[config.mk]
export PLATFORM = sky130hd
export DESIGN_NAME = registered_n_way_selector_flat
export DESIGN_NICKNAME = d
export VERILOG_FILES = /design/src/rtl/registered_n_way_selector_if.sv /design/src/rtl/registered_n_way_selector.sv /design/src/flat_wrapper.sv
export SDC_FILE = /design/constraint.sdc
export NUM_CORES = 1
export LEC_CHECK = 0
export ABC_AREA = 1
export CORE_MARGIN = 1.5
export CORE_UTILIZATION = 47
export CTS_BUF_LIST = sky130_fd_sc_hd__clkbuf_2 sky130_fd_sc_hd__clkbuf_4 sky130_fd_sc_hd__clkbuf_8
export DETAILED_ROUTE_END_ITERATION = 10
export PLACE_DENSITY = 0.95
export REMOVE_ABC_BUFFERS = 1
export SYNTH_ARGS = -nofsm -noshare
export SYNTH_HDL_FRONTEND = slang
export SYNTH_SLANG_ARGS = --single-unit
[constraint.sdc]
create_clock -name CLK -period 3.7 [get_ports CLK]
set_clock_uncertainty 0.1 [all_clocks]
set_input_delay 0.74 -clock CLK [delete_from_list [all_inputs] [get_ports CLK]]
set_output_delay 0.74 -clock CLK [all_outputs]
set_load 0.005 [all_outputs]
[src/rtl/registered_n_way_selector_if.sv]
// rtl/registered_n_way_selector_if.sv - handshake and data bundle for the registered N-way selector
interface registered_n_way_selector_if #(
  parameter int WIDTH      = 32,
  parameter int NUM_INPUTS = 4,
  parameter int SEL_WIDTH  = 2
);
  logic [NUM_INPUTS*WIDTH-1:0] DataInputs;
  logic [SEL_WIDTH-1:0]        Select;
  logic                        InValid;
  logic                        InReady;
  logic [WIDTH-1:0]            DataOutput;
  logic                        OutValid;
  logic                        OutReady;
  logic                        SelError;

  // Environment side: offers inputs and consumes the registered result.
  modport master (
    output DataInputs, Select, InValid, OutReady,
    input  InReady, DataOutput, OutValid, SelError
  );

  // Selector side.
  modport slave (
    input  DataInputs, Select, InValid, OutReady,
    output InReady, DataOutput, OutValid, SelError
  );
endinterface

[src/rtl/registered_n_way_selector.sv]
// rtl/registered_n_way_selector.sv - N-way WIDTH-bit selector with registered output and 2-entry skid buffer
// Optional build macro: SELECTOR_ERR_STICKY_EN (SelError holds until reset instead of pulsing).
module registered_n_way_selector #(
  parameter int WIDTH      = 32,
  parameter int NUM_INPUTS = 4,
  parameter int SEL_WIDTH  = 2
) (
  input  logic                       CLK,
  input  logic                       nReset,
  registered_n_way_selector_if.slave sel_if
);
  typedef enum logic [1:0] {
    ST_EMPTY = 2'd0,
    ST_ONE   = 2'd1,
    ST_FULL  = 2'd2
  } state_e;

  state_e           state_q, state_d;
  logic [WIDTH-1:0] out_q, out_d;
  logic [WIDTH-1:0] skid_q, skid_d;
  logic             err_q, err_d;
  logic [WIDTH-1:0] sel_data;
  logic             sel_ok;
  logic [31:0]      sel_idx;
  logic             in_ready;
  logic             out_valid;
  logic             accept;
  logic             emit;

  // Ready depends only on the state register, so OutReady never reaches InReady combinationally.
  assign in_ready  = (state_q != ST_FULL);
  assign out_valid = (state_q != ST_EMPTY);
  assign accept    = sel_if.InValid & in_ready;
  assign emit      = out_valid & sel_if.OutReady;
  assign sel_idx   = 32'(sel_if.Select);

  // Input mux; an out-of-range or unknown select yields zero data and sel_ok=0.
  always_comb begin
    sel_ok   = 1'b0;
    sel_data = '0;
    if (sel_idx < NUM_INPUTS) begin
      sel_ok = 1'b1;
    end
    for (int k = 0; k < NUM_INPUTS; k++) begin
      if (sel_ok && (sel_idx == k)) begin
        sel_data = sel_if.DataInputs[k*WIDTH +: WIDTH];
      end
    end
  end

`ifdef SELECTOR_ERR_STICKY_EN
  assign err_d = err_q | (accept & ~sel_ok);
`else
  assign err_d = accept & ~sel_ok;
`endif

  // Next-state and datapath steering for the output register and skid entry.
  always_comb begin
    state_d = state_q;
    out_d   = out_q;
    skid_d  = skid_q;
    case (state_q)
      ST_EMPTY: begin
        if (accept) begin
          state_d = ST_ONE;
          out_d   = sel_data;
        end
      end
      ST_ONE: begin
        if (accept && emit) begin
          out_d = sel_data;
        end else if (accept) begin
          state_d = ST_FULL;
          skid_d  = sel_data;
        end else if (emit) begin
          state_d = ST_EMPTY;
        end
      end
      ST_FULL: begin
        if (emit) begin
          state_d = ST_ONE;
          out_d   = skid_q;
        end
      end
      default: begin
        state_d = ST_EMPTY;
      end
    endcase
  end

  // State, output, skid and error registers; reset discards everything in flight.
  always_ff @(posedge CLK or negedge nReset) begin
    if (!nReset) begin
      state_q <= ST_EMPTY;
      out_q   <= '0;
      skid_q  <= '0;
      err_q   <= 1'b0;
    end else begin
      state_q <= state_d;
      out_q   <= out_d;
      skid_q  <= skid_d;
      err_q   <= err_d;
    end
  end

  assign sel_if.InReady    = in_ready;
  assign sel_if.OutValid   = out_valid;
  assign sel_if.DataOutput = out_q;
  assign sel_if.SelError   = err_q;
endmodule
[src/flat_wrapper.sv]
// flat-port wrapper written by rule: the top's interface ports become plain ports
module registered_n_way_selector_flat 
#(
  parameter int WIDTH      = 32,
  parameter int NUM_INPUTS = 4,
  parameter int SEL_WIDTH  = 2
)
  (CLK, nReset, sel_if_DataInputs, sel_if_Select, sel_if_InValid, sel_if_OutReady, sel_if_InReady, sel_if_DataOutput, sel_if_OutValid, sel_if_SelError);
  registered_n_way_selector_if #(.WIDTH(WIDTH), .NUM_INPUTS(NUM_INPUTS), .SEL_WIDTH(SEL_WIDTH)) sel_if_i ();
  input  logic CLK;
  input  logic nReset;
  input wire logic [$bits(sel_if_i.DataInputs)-1:0] sel_if_DataInputs;
  input wire logic [$bits(sel_if_i.Select)-1:0] sel_if_Select;
  input wire logic [$bits(sel_if_i.InValid)-1:0] sel_if_InValid;
  input wire logic [$bits(sel_if_i.OutReady)-1:0] sel_if_OutReady;
  output wire logic [$bits(sel_if_i.InReady)-1:0] sel_if_InReady;
  output wire logic [$bits(sel_if_i.DataOutput)-1:0] sel_if_DataOutput;
  output wire logic [$bits(sel_if_i.OutValid)-1:0] sel_if_OutValid;
  output wire logic [$bits(sel_if_i.SelError)-1:0] sel_if_SelError;
  assign sel_if_i.DataInputs = sel_if_DataInputs;
  assign sel_if_i.Select = sel_if_Select;
  assign sel_if_i.InValid = sel_if_InValid;
  assign sel_if_i.OutReady = sel_if_OutReady;
  assign sel_if_InReady = sel_if_i.InReady;
  assign sel_if_DataOutput = sel_if_i.DataOutput;
  assign sel_if_OutValid = sel_if_i.OutValid;
  assign sel_if_SelError = sel_if_i.SelError;
  registered_n_way_selector #(.WIDTH(WIDTH), .NUM_INPUTS(NUM_INPUTS), .SEL_WIDTH(SEL_WIDTH)) u_core (.CLK(CLK), .nReset(nReset), .sel_if(sel_if_i));
endmodule
**Run 1: sequential cells grouped by signal name**

Other sequential cells in the stronger grey, the rest of the logic in the fainter grey.
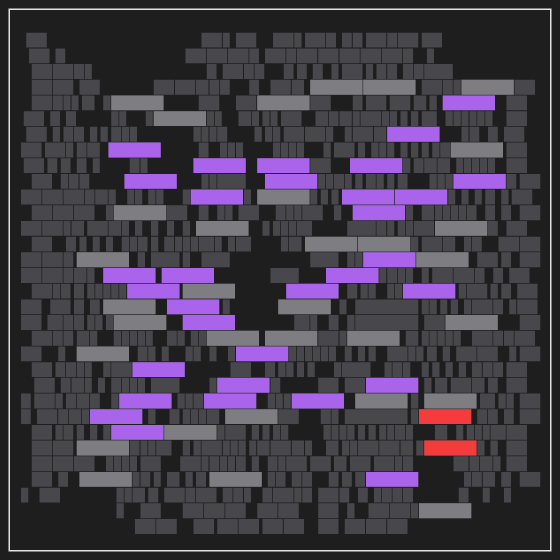
[purple] u_core.skid_q | placed flops: 32
[red] u_core.state_q | placed flops: 2
register area: 1650 µm²
Seq group: 1.28 mW

**Run 1: signal wires on met1**

Supply wires on this layer in grey.
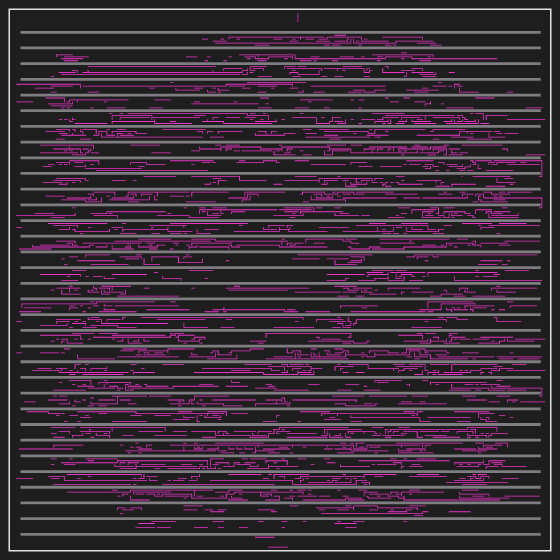
longest straight run: 31.7 µm
main direction: horizontal
total number of vias: 4368
met1 Use GR: 33.6%
Routed WL: 12100 µm

**Run 1: logic cells by family**

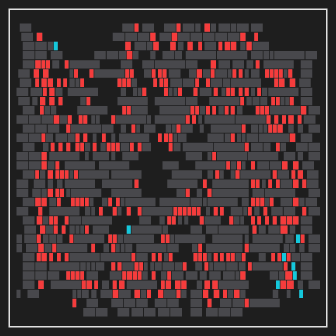
[red] NAND gates | cells: 297 | where: widely spread
[cyan] inverters | cells: 8
dominant logic cell type in the layout: nand2_1
fin cells: 830
logic share of the area: 34.7%

**Run 1: floorplan with the power grid**

Pins as bars on the die edge.
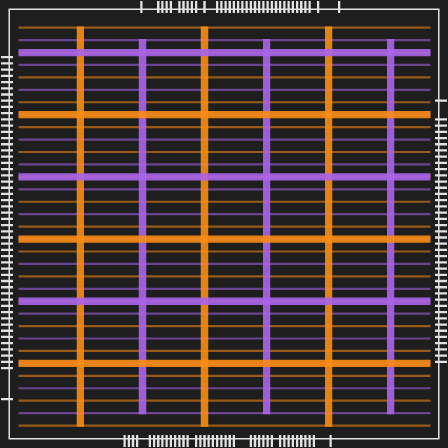
[orange] VSS
[purple] VDD
rows: 32
met5 straps: 6
met1 rails: 33
signal pins: 169
maximum vdd drop: 0.314 mV
die height: 93.6 µm
chip width: 93.6 µm
total core area: 7850 µm²

==> impl_metrics.py, run 1 <==
# Auto-generated metrics
metrics = {
    "grt": {
        "grt_pass1_vias": 4307,
        "overflow": 0,
    },
    "clocking": {
        "cts_root_buf": "clkbuf_8",
        "ctsHoldBuffers": 0,
        "clock_sinks": 66,
        "clk_pin_slew_ns": 0.07,
    },
    "cells_and_area": {
        "nonClkBufAreaFrac_pct": 29.7,
        "area_growth_pct": 49.2,
        "final-clk-cell-share_pct": 4.19,
        "drive_gt1_share_pct": 4.81,
        "final_util_pct": 73.4,
        "nClkBuffers": 11,
        "layout.nets": 857,
    },
    "placed_design": {
        "place_hpwl_um": 8250,
        "dp_cells": 814,
    },
    "run_status": {
        "run_status": "finished clean",
    },
    "worst_hold_path": {
        "hp-class": "reg -> reg",
    },
    "critical_path": {
        "crit_buf_inv": 1,
        "r2r_cells": 9,
        "crit_arrival_ns": 2.66,
    },
    "detailed_routing": {
        "wl_per_cell_um": 14.6,
    },
    "power": {
        "total_power_mw": 3.48,
    },
    "floorplanning": {
        "tap_cells": 102,
    },
}
[run 1: cell usage in the layout (no fill, tap or decap)]
| master | synthesis | routed |
|---|---|---|
| a21oi_1 | 2 | 2 |
| buf_2 | 23 | 3 |
| buf_4 | 1 | 7 |
| bufinv_16 | 0 | 3 |
| clkbuf_4 | 0 | 2 |
| clkbuf_8 | 0 | 9 |
| clkdlybuf4s50_1 | 0 | 164 |
| clkinv_2 | 0 | 1 |
| clkinvlp_4 | 0 | 1 |
| conb_1 | 1 | 1 |
| dfrtp_1 | 66 | 66 |
| inv_1 | 4 | 4 |
| inv_2 | 4 | 4 |
| nand2_1 | 230 | 229 |
| nand2_2 | 1 | 2 |
| nand3_1 | 65 | 65 |
| nand4_1 | 1 | 1 |
| nor2_1 | 65 | 65 |
| nor2_2 | 1 | 1 |
| o21ai_0 | 30 | 30 |
| o21ai_1 | 36 | 36 |
| or2_0 | 30 | 30 |
| or2_2 | 2 | 2 |
[run 1: cell families after synthesis]
group	after synthesis	synth area share (%)
and+or+nand+nor	395	42.8
DFF	66	42.8
other	1	0.0972
buffers and inverters	48	5.51
AOI/OAI and AO/OA	68	8.82
[run 1: state kept, by name (all words and copies together), names as in the netlist]
signal                    count
u_core.sel_if.DataOutput     32
u_core.skid_q                32
u_core.state_q                2
[run 1: Yosys cell counts]
cell type,count
nand2_1,230
dfrtp_1,66
nand3_1,65
nor2_1,65
o21ai_1,36
o21ai_0,30
or2_0,30
buf_2,23
clkbuf_1,13
inv_1,4
inv_2,4
buf_1,3
a21oi_1,2
or2_2,2
buf_4,1
conb_1,1
nand2_2,1
nand4_1,1
nor2_2,1
[run 1: report_power, final]
part           leakage (nW)  internal (mW)  switching [mW]
sequential            0.819           1.08           0.204
clock                 0.120          0.462           0.281
combinational          1.83          0.712           0.741
total                  2.77           2.25            1.23
**Run 1: clock nets**

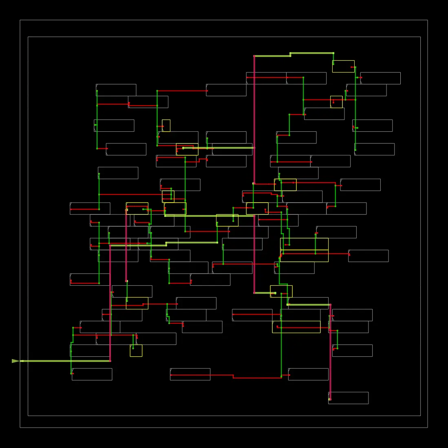

==> inputs of run 2 (changes only) <==
--- a/config.mk
+++ b/config.mk
@@ -7,10 +7,10 @@
 export LEC_CHECK = 0
 export ABC_AREA = 1
 export CORE_MARGIN = 1.5
-export CORE_UTILIZATION = 47
+export CORE_UTILIZATION = 44
 export CTS_BUF_LIST = sky130_fd_sc_hd__clkbuf_2 sky130_fd_sc_hd__clkbuf_4 sky130_fd_sc_hd__clkbuf_8
 export DETAILED_ROUTE_END_ITERATION = 10
-export PLACE_DENSITY = 0.95
+export PLACE_DENSITY = 0.9
 export REMOVE_ABC_BUFFERS = 1
 export SYNTH_ARGS = -nofsm -noshare
 export SYNTH_HDL_FRONTEND = slang
==> constraint.sdc (replaced) <==
create_clock -name CLK -period 2.55 [get_ports CLK]
set_clock_uncertainty 0.1 [all_clocks]
set_input_delay 0.51 -clock CLK [delete_from_list [all_inputs] [get_ports CLK]]
set_output_delay 0.51 -clock CLK [all_outputs]
set_load 0.005 [all_outputs]
**Run 2: clock nets**

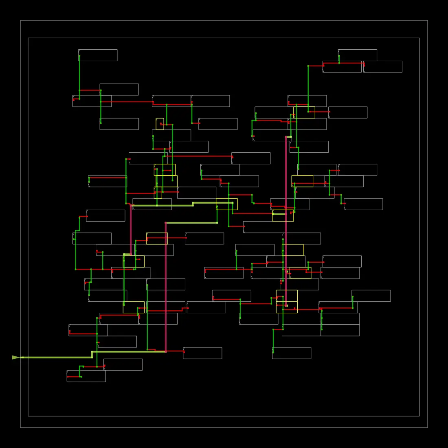
clock distribution power: 0.818 mW
clock buffers: 13
CTS Sinks: 66
CTS buffer count: 9

==> run 2 against run 1 <==
Clock power rose by about 10%. Power rose by 38%. Cell area barely moved. Cell count rose by 0.84%. Sequential share of layout area barely moved.
==> impl_metrics.py, run 2 <==
# Auto-generated metrics
metrics = {
    "run_status": {
        "run_status": "finished clean",
    },
    "yosys": {
        "top_cell": "nand2_1",
        "synthFlopType": "dfrtp_1",
        "ys_async_sr_fraction_pct": 100,
    },
    "power": {
        "powerComb_mw": 2.11,
        "power.group.top": "combinational cells",
        "pwr-share-clk_pct": 17.1,
        "switching_power_mw": 1.73,
        "internal_power_mw": 3.07,
        "p_seq_share_pct": 38.9,
        "p_sw_share_pct": 36.1,
        "ir_worst_vdd_mv": 0.470,
        "power_frac_comb_pct": 44.1,
    },
    "placed_design": {
        "dp_cells": 822,
        "place_hpwl_um": 8390,
    },
    "cells_and_area": {
        "fin_cells": 837,
        "layout.nets": 862,
        "area_growth_pct": 49.2,
        "lay_top_cells": "nand2_1, clkdlybuf4s50_1, dfrtp_1",
        "drive_gt1_share_pct": 5.33,
        "lay_top_count": "nand2_1",
    },
    "worst_hold_path": {
        "hp-class": "in -> async",
    },
    "detailed_routing": {
        "wl_per_cell_um": 14.2,
        "routed_wl_um": 11900,
        "routed-via-count": 4342,
    },
    "grt": {
        "grt_pass1_wl_um": 19800,
        "grt_pass1_vias": 4245,
    },
    "critical_path": {
        "crit_arrival_ns": 1.41,
        "end_kind": "output pin",
        "crit_buf_inv": 2,
    },
    "clocking": {
        "ctsHoldBuffers": 0,
        "cts_root_buf": "clkbuf_8",
        "clk_pin_slew_ns": 0.07,
        "cts_tree": "done",
    },
    "floorplanning": {
        "coreArea_um2": 8340,
        "die_w_um": 96.7,
    },
}
**Run 2: sequential cells grouped by signal name**

Other sequential cells in the stronger grey, the rest of the logic in the fainter grey.
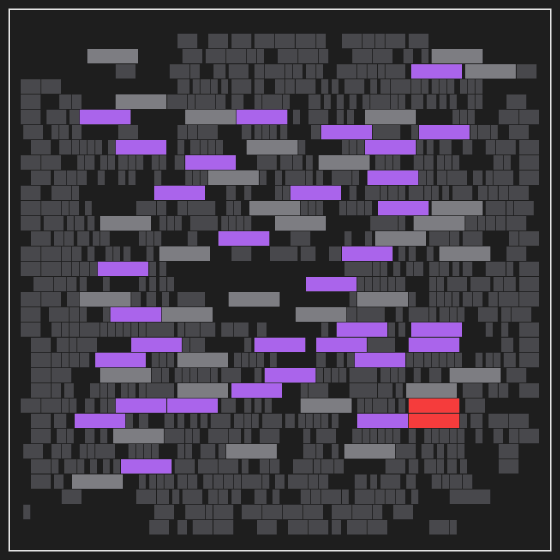
[red] u_core.state_q | placed flops: 2
[purple] u_core.skid_q | placed flops: 32
not coloured: 32
post-route core utilization: 69.1%
Seq group: 1.86 mW
sequential portion of the cell area: 28.7%

## run 2: cell counts after synthesis
Identical to the previous run, type by type.
## run 2: kinds of logic (layout without fill, tap and decap cells)
family,Yosys count,in the layout,share of synthesized area [%]
buf+inv,48,202,5.51
other cells,1,1,0.0972
flops,66,66,42.8
compound gates,68,68,8.82
simple gates,395,395,42.8
## run 2: final cells by class
| class | instances | area [µm²] |
|---|---|---|
| Fill cell | 662 | 2580 |
| Timing Repair Buffer | 179 | 1760 |
| Sequential cell | 66 | 1650 |
| Clock buffer | 13 | 179 |
| Inverter | 8 | 30.0 |
| Clock inverter | 2 | 10.0 |
| Tap cell | 105 | 131 |
| Multi-Input combinational cell | 464 | 2000 |
## run 2: final timing paths
path / startpoint / cells past startpoint / endpoint
worst max register to register: u_core.state_q[0] / 7 / u_core.sel_if.DataOutput[26]
min in group CLK: u_core.sel_if.DataOutput[16] / 2 / u_core.sel_if.DataOutput[16]
max in group asynchronous: nReset / 2 / u_core.skid_q[22]
worst min-delay path: nReset / 1 / u_core.sel_if.DataOutput[3]
worst max-delay path: u_core.state_q[0] / 3 / sel_if_InReady
worst min register to register: u_core.sel_if.DataOutput[16] / 2 / u_core.sel_if.DataOutput[16]
## run 2: worst reg2reg max path: stages, from the launching register on
cell     delay (ns)
dfrtp_1        0.42
inv_2          0.06
nand2_2        0.10
buf_4          0.55
nor2_1         0.12
nor2_1         0.14
nand2_1        0.07
nand2_1        0.06
## run 2: metal layers
metal	global-route usage, %	routed length, µm	vias up	part of all wire [%]
li1	-	-	2129	-
met1	31.1	4890	2038	41
met2	45.6	5980	155	50
met3	4.77	754	20	6.4
met4	8.25	237	0	2.0
met5	0	0	-	0
**Run 2: signal wires on met1**

Supply wires on this layer in grey.
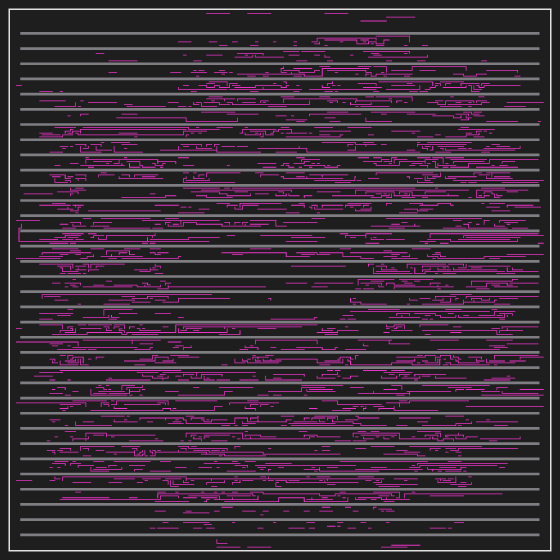

==> inputs of run 3 (changes only) <==
==> constraint.sdc (replaced) <==
create_clock -name CLK -period 2.1 [get_ports CLK]
set_clock_uncertainty 0.1 [all_clocks]
set_input_delay 0.42 -clock CLK [delete_from_list [all_inputs] [get_ports CLK]]
set_output_delay 0.42 -clock CLK [all_outputs]
set_load 0.005 [all_outputs]
**Run 3: signal wires on met1**

Supply wires on this layer in grey.
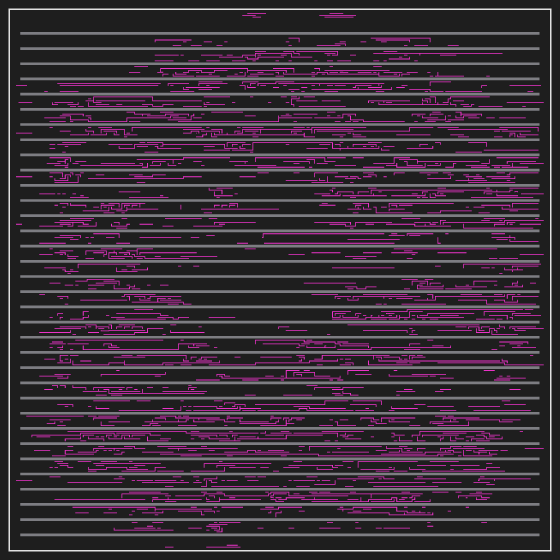
share of all routed wire: 41%
main direction: horizontal
wire length on this layer: 4700 µm
longest straight run: 28.3 µm
nets with wire on the layer: 738
Routed WL: 11600 µm
met1 Use GR: 30.1%
total number of vias: 4351

**Run 3: clock nets**

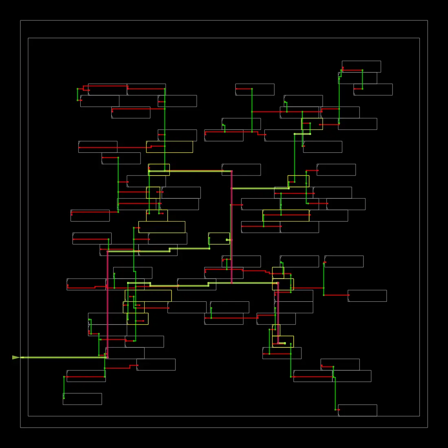
Insertion Delay late pin: 0.34 ns
clock distribution power: 1.41 mW
Seq cells: 66

==> run 3 against run 2 <==
The flow now finishes with violations (hold timing). Register-to-register slack got worse by 0.49 ns. Global-route usage down 0.38 points. Via count grew 0.21%. Wire length fell by 2.3%. Combinational power up 25%. Sequential share of layout area shrank 0.59 points. Critical path depth fell by 1. Sequential cell count is the same. Sequential power grew 21%. Die area unchanged.
==> impl_metrics.py, run 3 <==
# Auto-generated metrics
metrics = {
    "yosys": {
        "common_cells": "nand2_1, dfrtp_1, nand3_1, nor2_1, o21ai_1",
        "ys_sh_simple_pct": 42.8,
        "synth.logic.top_family": "simple AND/OR/NAND/NOR gates",
        "ys_async_sr_fraction_pct": 100,
        "adder_share_pct": 0,
    },
    "floorplanning": {
        "die_w_um": 96.7,
        "coreArea_um2": 8340,
    },
    "run_status": {
        "violations": "hold timing",
        "run_status": "complete, but fails checks",
    },
    "grt": {
        "grt_pass1_vias": 4318,
        "overflow": 0,
        "grt_pass1_wl_um": 19500,
    },
    "power": {
        "power_frac_comb_pct": 41.9,
        "switching_power_mw": 2.16,
        "internal_power_mw": 4.14,
        "power.group.top": "combinational cells",
        "pg_seq_mw": 2.25,
    },
    "final_timing": {
        "whs_ns": -0.0221,
        "hold_viol": 7,
    },
    "cells_and_area": {
        "layout.nets": 863,
    },
    "critical_path": {
        "reg2reg_from": "u_core.state_q[1]",
        "crit_arrival_ns": 1.46,
        "worstReg2RegEnd": "u_core.sel_if.DataOutput[31]",
        "crit_end": "sel_if_InReady",
    },
    "detailed_routing": {
        "wl_per_cell_um": 13.8,
    },
    "placed_design": {
        "place_hpwl_um": 8390,
    },
    "worst_hold_path": {
        "hp-class": "in -> async",
    },
    "clocking": {
        "numCtsBuffers": 9,
        "clock_sinks": 66,
        "cts_root_buf": "clkbuf_8",
    },
}
## run 3: cell counts after synthesis
No cell type changed its count.
## run 3: metal layers
layer / track usage, % / up-vias / wire (µm)
met2: 45.2 / 170 / 5870
met5: 0 / - / 0
met4: 6.13 / 0 / 120
li1: - / 2136 / -
met1: 30.1 / 2031 / 4700
met3: 6.50 / 14 / 893
## run 3: final cells by class
type,count,area [µm²]
clock buffer,9,124
clock inverter,7,141
fill,676,2460
inverter,8,30.0
multi-input combinational,464,2000
sequential,66,1650
tap,105,131
timing repair buffer,180,1800
## run 3: cells by family after synthesis
kind of cell	count (synthesis)
buf+inv	48
compound gates	68
flops	66
simple gates	395
other cells	1
## run 3: stage by stage
step / instances / util [%] / setup TNS (ns) / total power [mW] / hold slack, ns
floorplan: 538 / - / -11.17 / 3.45 / 0.0244
global placement: 823 / 67.3 / 0 / 4.73 / 0.360
detailed placement: 823 / 67.3 / 0 / 4.90 / 0.365
CTS: 839 / 70.5 / 0 / 6.33 / 0.00407
global route: 839 / 70.5 / 0 / 6.78 / 0.0241
finish: 839 / 70.5 / 0 / 6.31 / -0.0221
## run 3: how the worst min path moves through the flow
stage | start | to | slack, ns
6_report | nReset | u_core.sel_if.DataOutput[25] | -0.02
3_3_place_gp | nReset | u_core.state_q[1] | 0.36
2_1_floorplan | nReset | u_core.sel_if.DataOutput[0] | 0.02
3_5_place_dp | u_core.sel_if.DataOutput[28] | u_core.sel_if.DataOutput[28] | 0.36
5_1_grt | nReset | u_core.state_q[1] | 0.02
4_1_cts | nReset | u_core.sel_if.DataOutput[25] | 0.004
No activity file was given, so power comes from the tool's default toggle rates.
